File: config.mk
export PLATFORM = sky130hd
export DESIGN_NAME = demux1_2_reg_flat
export DESIGN_NICKNAME = d
export VERILOG_FILES = /design/src/rtl/demux1_2_reg_if.sv /design/src/rtl/demux1_2_reg.sv /design/src/flat_wrapper.sv
export SDC_FILE = /design/constraint.sdc
export NUM_CORES = 1
export LEC_CHECK = 0
export CORE_AREA = 2 2 39 41
export DETAILED_ROUTE_END_ITERATION = 8
export DIE_AREA = 0 0 41 43
export SYNTH_ARGS = -nofsm -noshare
export SYNTH_HDL_FRONTEND = slang
export SYNTH_SLANG_ARGS = --single-unit
File: constraint.sdc
create_clock -name clk -period 1.4 [get_ports clk]
set_clock_uncertainty 0.05 [all_clocks]
set_input_delay 0.21 -clock clk [delete_from_list [all_inputs] [get_ports clk]]
set_output_delay 0.21 -clock clk [all_outputs]
set_load 0.05 [all_outputs]
File: src/rtl/demux1_2_reg_if.sv
// Producer/consumer bundle for the registered 1-to-2 demux.
// Define DEMUX_CNT_EN to add per-channel handshake counters.
interface demux1_2_reg_if #(
    parameter int unsigned WIDTH = 2
);
    logic [WIDTH-1:0] in;
    logic             in_valid;
    logic             in_ready;
    logic             s;
    logic [WIDTH-1:0] out1;
    logic             out1_valid;
    logic             out1_ready;
    logic [WIDTH-1:0] out2;
    logic             out2_valid;
    logic             out2_ready;
`ifdef DEMUX_CNT_EN
    logic [7:0]       out1_cnt;
    logic [7:0]       out2_cnt;
`endif

    // Environment side: producer plus both consumers.
    modport master (
        output in, in_valid, s, out1_ready, out2_ready,
        input  in_ready, out1, out1_valid, out2, out2_valid
`ifdef DEMUX_CNT_EN
        , input out1_cnt, out2_cnt
`endif
    );

    // Demux side.
    modport slave (
        input  in, in_valid, s, out1_ready, out2_ready,
        output in_ready, out1, out1_valid, out2, out2_valid
`ifdef DEMUX_CNT_EN
        , output out1_cnt, out2_cnt
`endif
    );
endinterface

File: src/rtl/demux1_2_reg.sv
// Registered 1-to-2 demux: steers one valid/ready stream into two one-entry channels.
// Optional DEMUX_CNT_EN adds saturating 8-bit handshake counters per channel.
module demux1_2_reg #(
    parameter int unsigned WIDTH = 2
) (
    input  logic               clk,
    input  logic               rst_n,
    demux1_2_reg_if.slave      bus
);
    typedef enum logic {
        EMPTY = 1'b0,
        FULL  = 1'b1
    } ch_state_t;

    ch_state_t        state1;
    ch_state_t        state2;
    logic [WIDTH-1:0] data1;
    logic [WIDTH-1:0] data2;

    logic free1_c;
    logic free2_c;
    logic accept_c;
    logic load1_c;
    logic load2_c;
    logic drain1_c;
    logic drain2_c;

    // A channel can take a word if empty or if its held word leaves this cycle.
    assign free1_c  = (state1 == EMPTY) || bus.out1_ready;
    assign free2_c  = (state2 == EMPTY) || bus.out2_ready;
    assign drain1_c = (state1 == FULL) && bus.out1_ready;
    assign drain2_c = (state2 == FULL) && bus.out2_ready;

    // Ready follows the currently selected channel; held low during reset.
    assign bus.in_ready = rst_n && (bus.s ? free1_c : free2_c);
    assign accept_c     = bus.in_valid && bus.in_ready;
    assign load1_c      = accept_c && bus.s;
    assign load2_c      = accept_c && !bus.s;

    // Channel 1 holding register; a same-cycle load wins over the drain.
    always_ff @(posedge clk or negedge rst_n) begin
        if (!rst_n) begin
            state1 <= EMPTY;
            data1  <= '0;
        end else begin
            case (state1)
                EMPTY: begin
                    if (load1_c) begin
                        state1 <= FULL;
                        data1  <= bus.in;
                    end
                end
                FULL: begin
                    if (load1_c) begin
                        data1 <= bus.in;
                    end else if (drain1_c) begin
                        state1 <= EMPTY;
                    end
                end
                default: state1 <= EMPTY;
            endcase
        end
    end

    // Channel 2 holding register, mirror of channel 1.
    always_ff @(posedge clk or negedge rst_n) begin
        if (!rst_n) begin
            state2 <= EMPTY;
            data2  <= '0;
        end else begin
            case (state2)
                EMPTY: begin
                    if (load2_c) begin
                        state2 <= FULL;
                        data2  <= bus.in;
                    end
                end
                FULL: begin
                    if (load2_c) begin
                        data2 <= bus.in;
                    end else if (drain2_c) begin
                        state2 <= EMPTY;
                    end
                end
                default: state2 <= EMPTY;
            endcase
        end
    end

    assign bus.out1       = data1;
    assign bus.out2       = data2;
    assign bus.out1_valid = (state1 == FULL);
    assign bus.out2_valid = (state2 == FULL);

`ifdef DEMUX_CNT_EN
    localparam int unsigned CNT_W = 8;

    logic [CNT_W-1:0] cnt1;
    logic [CNT_W-1:0] cnt2;

    // Completed output handshakes, saturating rather than wrapping.
    always_ff @(posedge clk or negedge rst_n) begin
        if (!rst_n) begin
            cnt1 <= '0;
            cnt2 <= '0;
        end else begin
            if (drain1_c && (cnt1 != '1)) begin
                cnt1 <= cnt1 + CNT_W'(1);
            end
            if (drain2_c && (cnt2 != '1)) begin
                cnt2 <= cnt2 + CNT_W'(1);
            end
        end
    end

    assign bus.out1_cnt = cnt1;
    assign bus.out2_cnt = cnt2;
`endif
endmodule

File: src/flat_wrapper.sv
// flat-port wrapper written by rule: the top's interface ports become plain ports
module demux1_2_reg_flat 
#(
    parameter int unsigned WIDTH = 2
)
  (clk, rst_n, bus_in, bus_in_valid, bus_s, bus_out1_ready, bus_out2_ready, bus_in_ready, bus_out1, bus_out1_valid, bus_out2, bus_out2_valid);
  demux1_2_reg_if #(.WIDTH(WIDTH)) bus_i ();
  input  logic clk;
  input  logic rst_n;
  input wire logic [$bits(bus_i.in)-1:0] bus_in;
  input wire logic [$bits(bus_i.in_valid)-1:0] bus_in_valid;
  input wire logic [$bits(bus_i.s)-1:0] bus_s;
  input wire logic [$bits(bus_i.out1_ready)-1:0] bus_out1_ready;
  input wire logic [$bits(bus_i.out2_ready)-1:0] bus_out2_ready;
  output wire logic [$bits(bus_i.in_ready)-1:0] bus_in_ready;
  output wire logic [$bits(bus_i.out1)-1:0] bus_out1;
  output wire logic [$bits(bus_i.out1_valid)-1:0] bus_out1_valid;
  output wire logic [$bits(bus_i.out2)-1:0] bus_out2;
  output wire logic [$bits(bus_i.out2_valid)-1:0] bus_out2_valid;
  assign bus_i.in = bus_in;
  assign bus_i.in_valid = bus_in_valid;
  assign bus_i.s = bus_s;
  assign bus_i.out1_ready = bus_out1_ready;
  assign bus_i.out2_ready = bus_out2_ready;
  assign bus_in_ready = bus_i.in_ready;
  assign bus_out1 = bus_i.out1;
  assign bus_out1_valid = bus_i.out1_valid;
  assign bus_out2 = bus_i.out2;
  assign bus_out2_valid = bus_i.out2_valid;
  demux1_2_reg #(.WIDTH(WIDTH)) u_core (.clk(clk), .rst_n(rst_n), .bus(bus_i));
endmodule
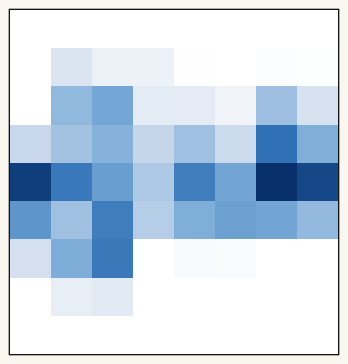
Figure 1: wiring heat map.
Scale: 8 px per um. The die is cut into 8 by 9 equal tiles; white is low, dark blue is high, scaled to the fullest tile. Values are wire area over tile area, all layers added.
fullest tile: 0.30
nearly empty tiles: 43%
densest ninth of the die: right middle
emptiest ninth of the die: bottom right
mean over tiles: 0.069
tiles over half the peak: 19%
GRT Total Usage: 0.0992
final WL: 692 um
Via Count: 252
wire per inst: 11.9 um

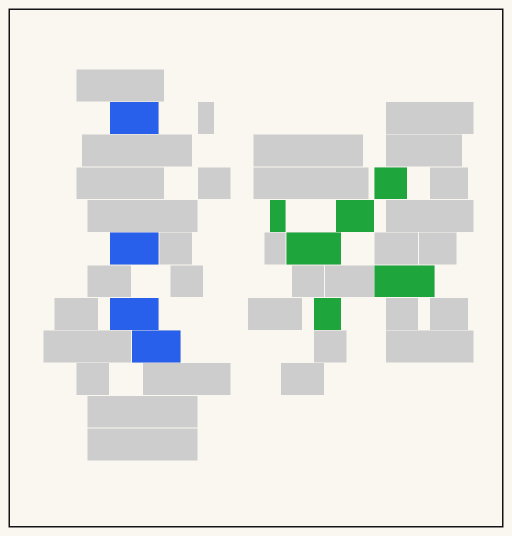
Figure 2: logic cells by family.
Scale: 12 px per um.
legend:
  mux cells:
    color: blue
    cells: 4
    where: left middle
  nand cells:
    color: green
    cells: 6

==> flow_summary.yaml <==
# yosys + openroad results
outcome:
  outcome: "complete, no violations"
pwr:
  seq_power_share: 0.325
  leakage_nw: 0.255
  power_mw: 0.730
  swShare: 0.347
  p_int_mw: 0.477
  ir_worst_vdd_mv: 0.589
  pwr-share-clk: 0.238
  switchingPower_mw: 0.253
  power.density_nw_per_um2: 1260
  pwr-share-comb: 0.437
routing:
  ant_nets: 0
  drcViolationCount: 0
  first_iter_violations: 0
  vias_per_cell: 4.34
  dr.pass1.iters: 1
timing:
  slew_headroom: 0.837
  grt_setup_unrepaired: "no"
  worst_pin_slew_ns: 0.245
  fin_setup_tns_ns: 0
  fin_crit_ns: 1.36
  hold_viol_final: 0
  period_used_share: 0.973
  setup_viol: 0
  maxSlewViolCount: 0
  setup_slack_ns: 0.0377
  fin_hold_ws_ns: 0.0747
  max_clock_freq_ghz: 0.734
floorplan:
  initCoreUtil: 0.199
  pin_count: 15
  die_h_um: 43
  coreArea_um2: 1380
  dieWidth_um: 41
  num_rows: 14
  die-area_um2: 1760
synth:
  top_cell: "dfrtp_1"
  syn_area_um2: 275
  synth_cell_types: 11
  syn_nets: 27
  syn_inst: 19
  postSynthSeqShare: 0.545
  edf_count: 0
  common_cells: "dfrtp_1, mux2_1"
  ys_cells: 19
  yosys_warnings: 0
  async_flop_share: 1.00
  synth_area_leader_cell: "dfrtp_1"
  ys_ff: 6
  syn_area_per_cell_um2: 14.5
  topCellsByArea: "dfrtp_1, mux2_1, nand2b_4, nand4_2, nor3b_2"
  ys_area_um2: 275
  ff_type: "dfrtp_1"
  yosysTopAreaCellShare: 0.545
cts:
  cts_tree: "done"
  clock_tree.buffer_depth: 2
  cts_buffers: 3
  cts_num_sinks: 6
  path_clk_slew_ns: 0.05
  cts_max_level: 1
  hold_buffers: 0
  cts-root-buf: "clkbuf_4"
  clk_latency_ns: 0.25
cells_and_area:
  final_cell_area_um2: 578
  drive_gt1_frac: 0.524
  diodes: 0
  postLayoutCoreUtil: 0.418
  final_cell_mix: "buf_12, dfrtp_1, mux2_1, clkdlybuf4s50_1, buf_4"
  area_growth_pct: 110
  finalNetCount: 51
  final_common_cell: "buf_12"
  instances_no_fill: 58
placed_design:
  place_inst: 53
  place_hpwl_um: 575
  postPlaceCellArea_um2: 537
  port_buffers: 14
  pre_cts_ws_ns: -0.157
  gp_congestion: 0.587
global_routing:
  grt_max_degree: 6
  grt_pass1_wl_um: 1000
  overflow: 0
  antenna_found_initial: 0
  grt_pass1_vias: 241
critical_path:
  reg2reg_slack_ns: 0.14
  critPathArrivalTime_ns: 1.10
  criticalPathCategory: "input pin to output port"
  crit_fanout: 2
  endpoint_kind: "output port"
  crit_end: "bus_in_ready"
  start_kind: "input pin"
  regToRegEndpoint: "u_core.bus.out2[0]"
  cp-startpoint: "bus_out1_ready"
  required_ns: 1.14
  ff2ff_path_depth: 3
  rr_startpoint: "u_core.bus.out2_valid"
job:
  warnings: 26
  maxCapViolCount: 0
hold_path:
  min_path_type: "input pin to asynchronous set/reset pin"
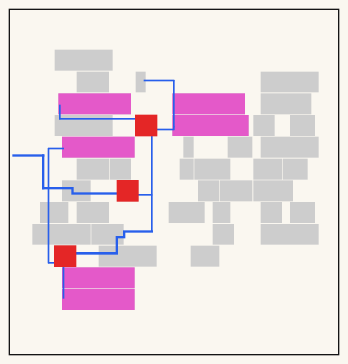
Figure 3: clock distribution.
Scale: 8 px per um.
legend:
  clock-net drivers:
    color: red
    count: 3
  clock wires:
    color: blue
    length: 96.8 um
  flip-flops:
    color: magenta
    count: 6
routed clock nets: 4

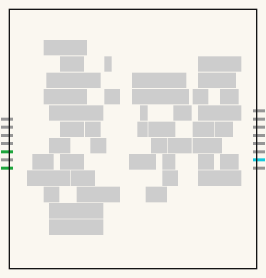
Figure 4: pin placement.
Scale: 6 px per um. Pins as bars across the die edge, other pins in gray.
legend:
  bus_in_valid:
    color: cyan
    pins: 1
    direction: input
    edge: right
  bus_in:
    color: green
    pins: 2
    direction: input
    edge: left
all pins by edge: 8 right, 7 left

==> power groups by stage <==
stage | Combinational, mW | Clock (mW) | Sequential, mW
after floorplan | 0.0402 | 0 | 0.325
after global placement | 0.315 | 0 | 0.239
after detailed placement | 0.320 | 0 | 0.240
after CTS | 0.322 | 0.180 | 0.238
after global routing | 0.332 | 0.198 | 0.242
final | 0.319 | 0.173 | 0.237
==> area by class of cell <==
type | instances | area [um^2]
Tap cell | 16 | 20.0
Timing Repair Buffer | 19 | 248
Sequential cell | 6 | 151
Multi-Input combinational cell | 13 | 133
Clock buffer | 4 | 26.3
Fill cell | 144 | 806
==> layer usage <==
layer  track usage  vias up  routed length, um  share of wire
li1              -      116                  -              -
met1        0.0858      117                245           0.35
met2         0.141       17                331           0.48
met3        0.0785        2                112           0.16
met4        0.0800        0                  4         0.0058
met5             0        -                  0              0
==> critical path: stages <==
cell and delay (ns):
clkdlybuf4s50_1 0.41, nand3b_1 0.17, o211a_4 0.16, buf_12 0.14
==> cell families after synthesis <==
| family | count (synthesis) | synth area share |
|---|---|---|
| AND-OR/OR-AND | 2 | 0.0545 |
| AND/OR/NAND/NOR | 7 | 0.236 |
| multiplexers | 4 | 0.164 |
| flip-flops | 6 | 0.545 |
==> what timing repair did <==
item | in CTS | in global routing
resized | 5 | 0
cloned | 0 | 0
setup endpoints to repair | 1 | 1
setup buffers | 0 | 1
==> flip-flops by register name, summed over array words and instances, names as in the netlist <==
register and count:
u_core.bus.out1 2, u_core.bus.out1_valid 1, u_core.bus.out2 2, u_core.bus.out2_valid 1
No activity file was given, so power comes from the tool's default toggle rates.
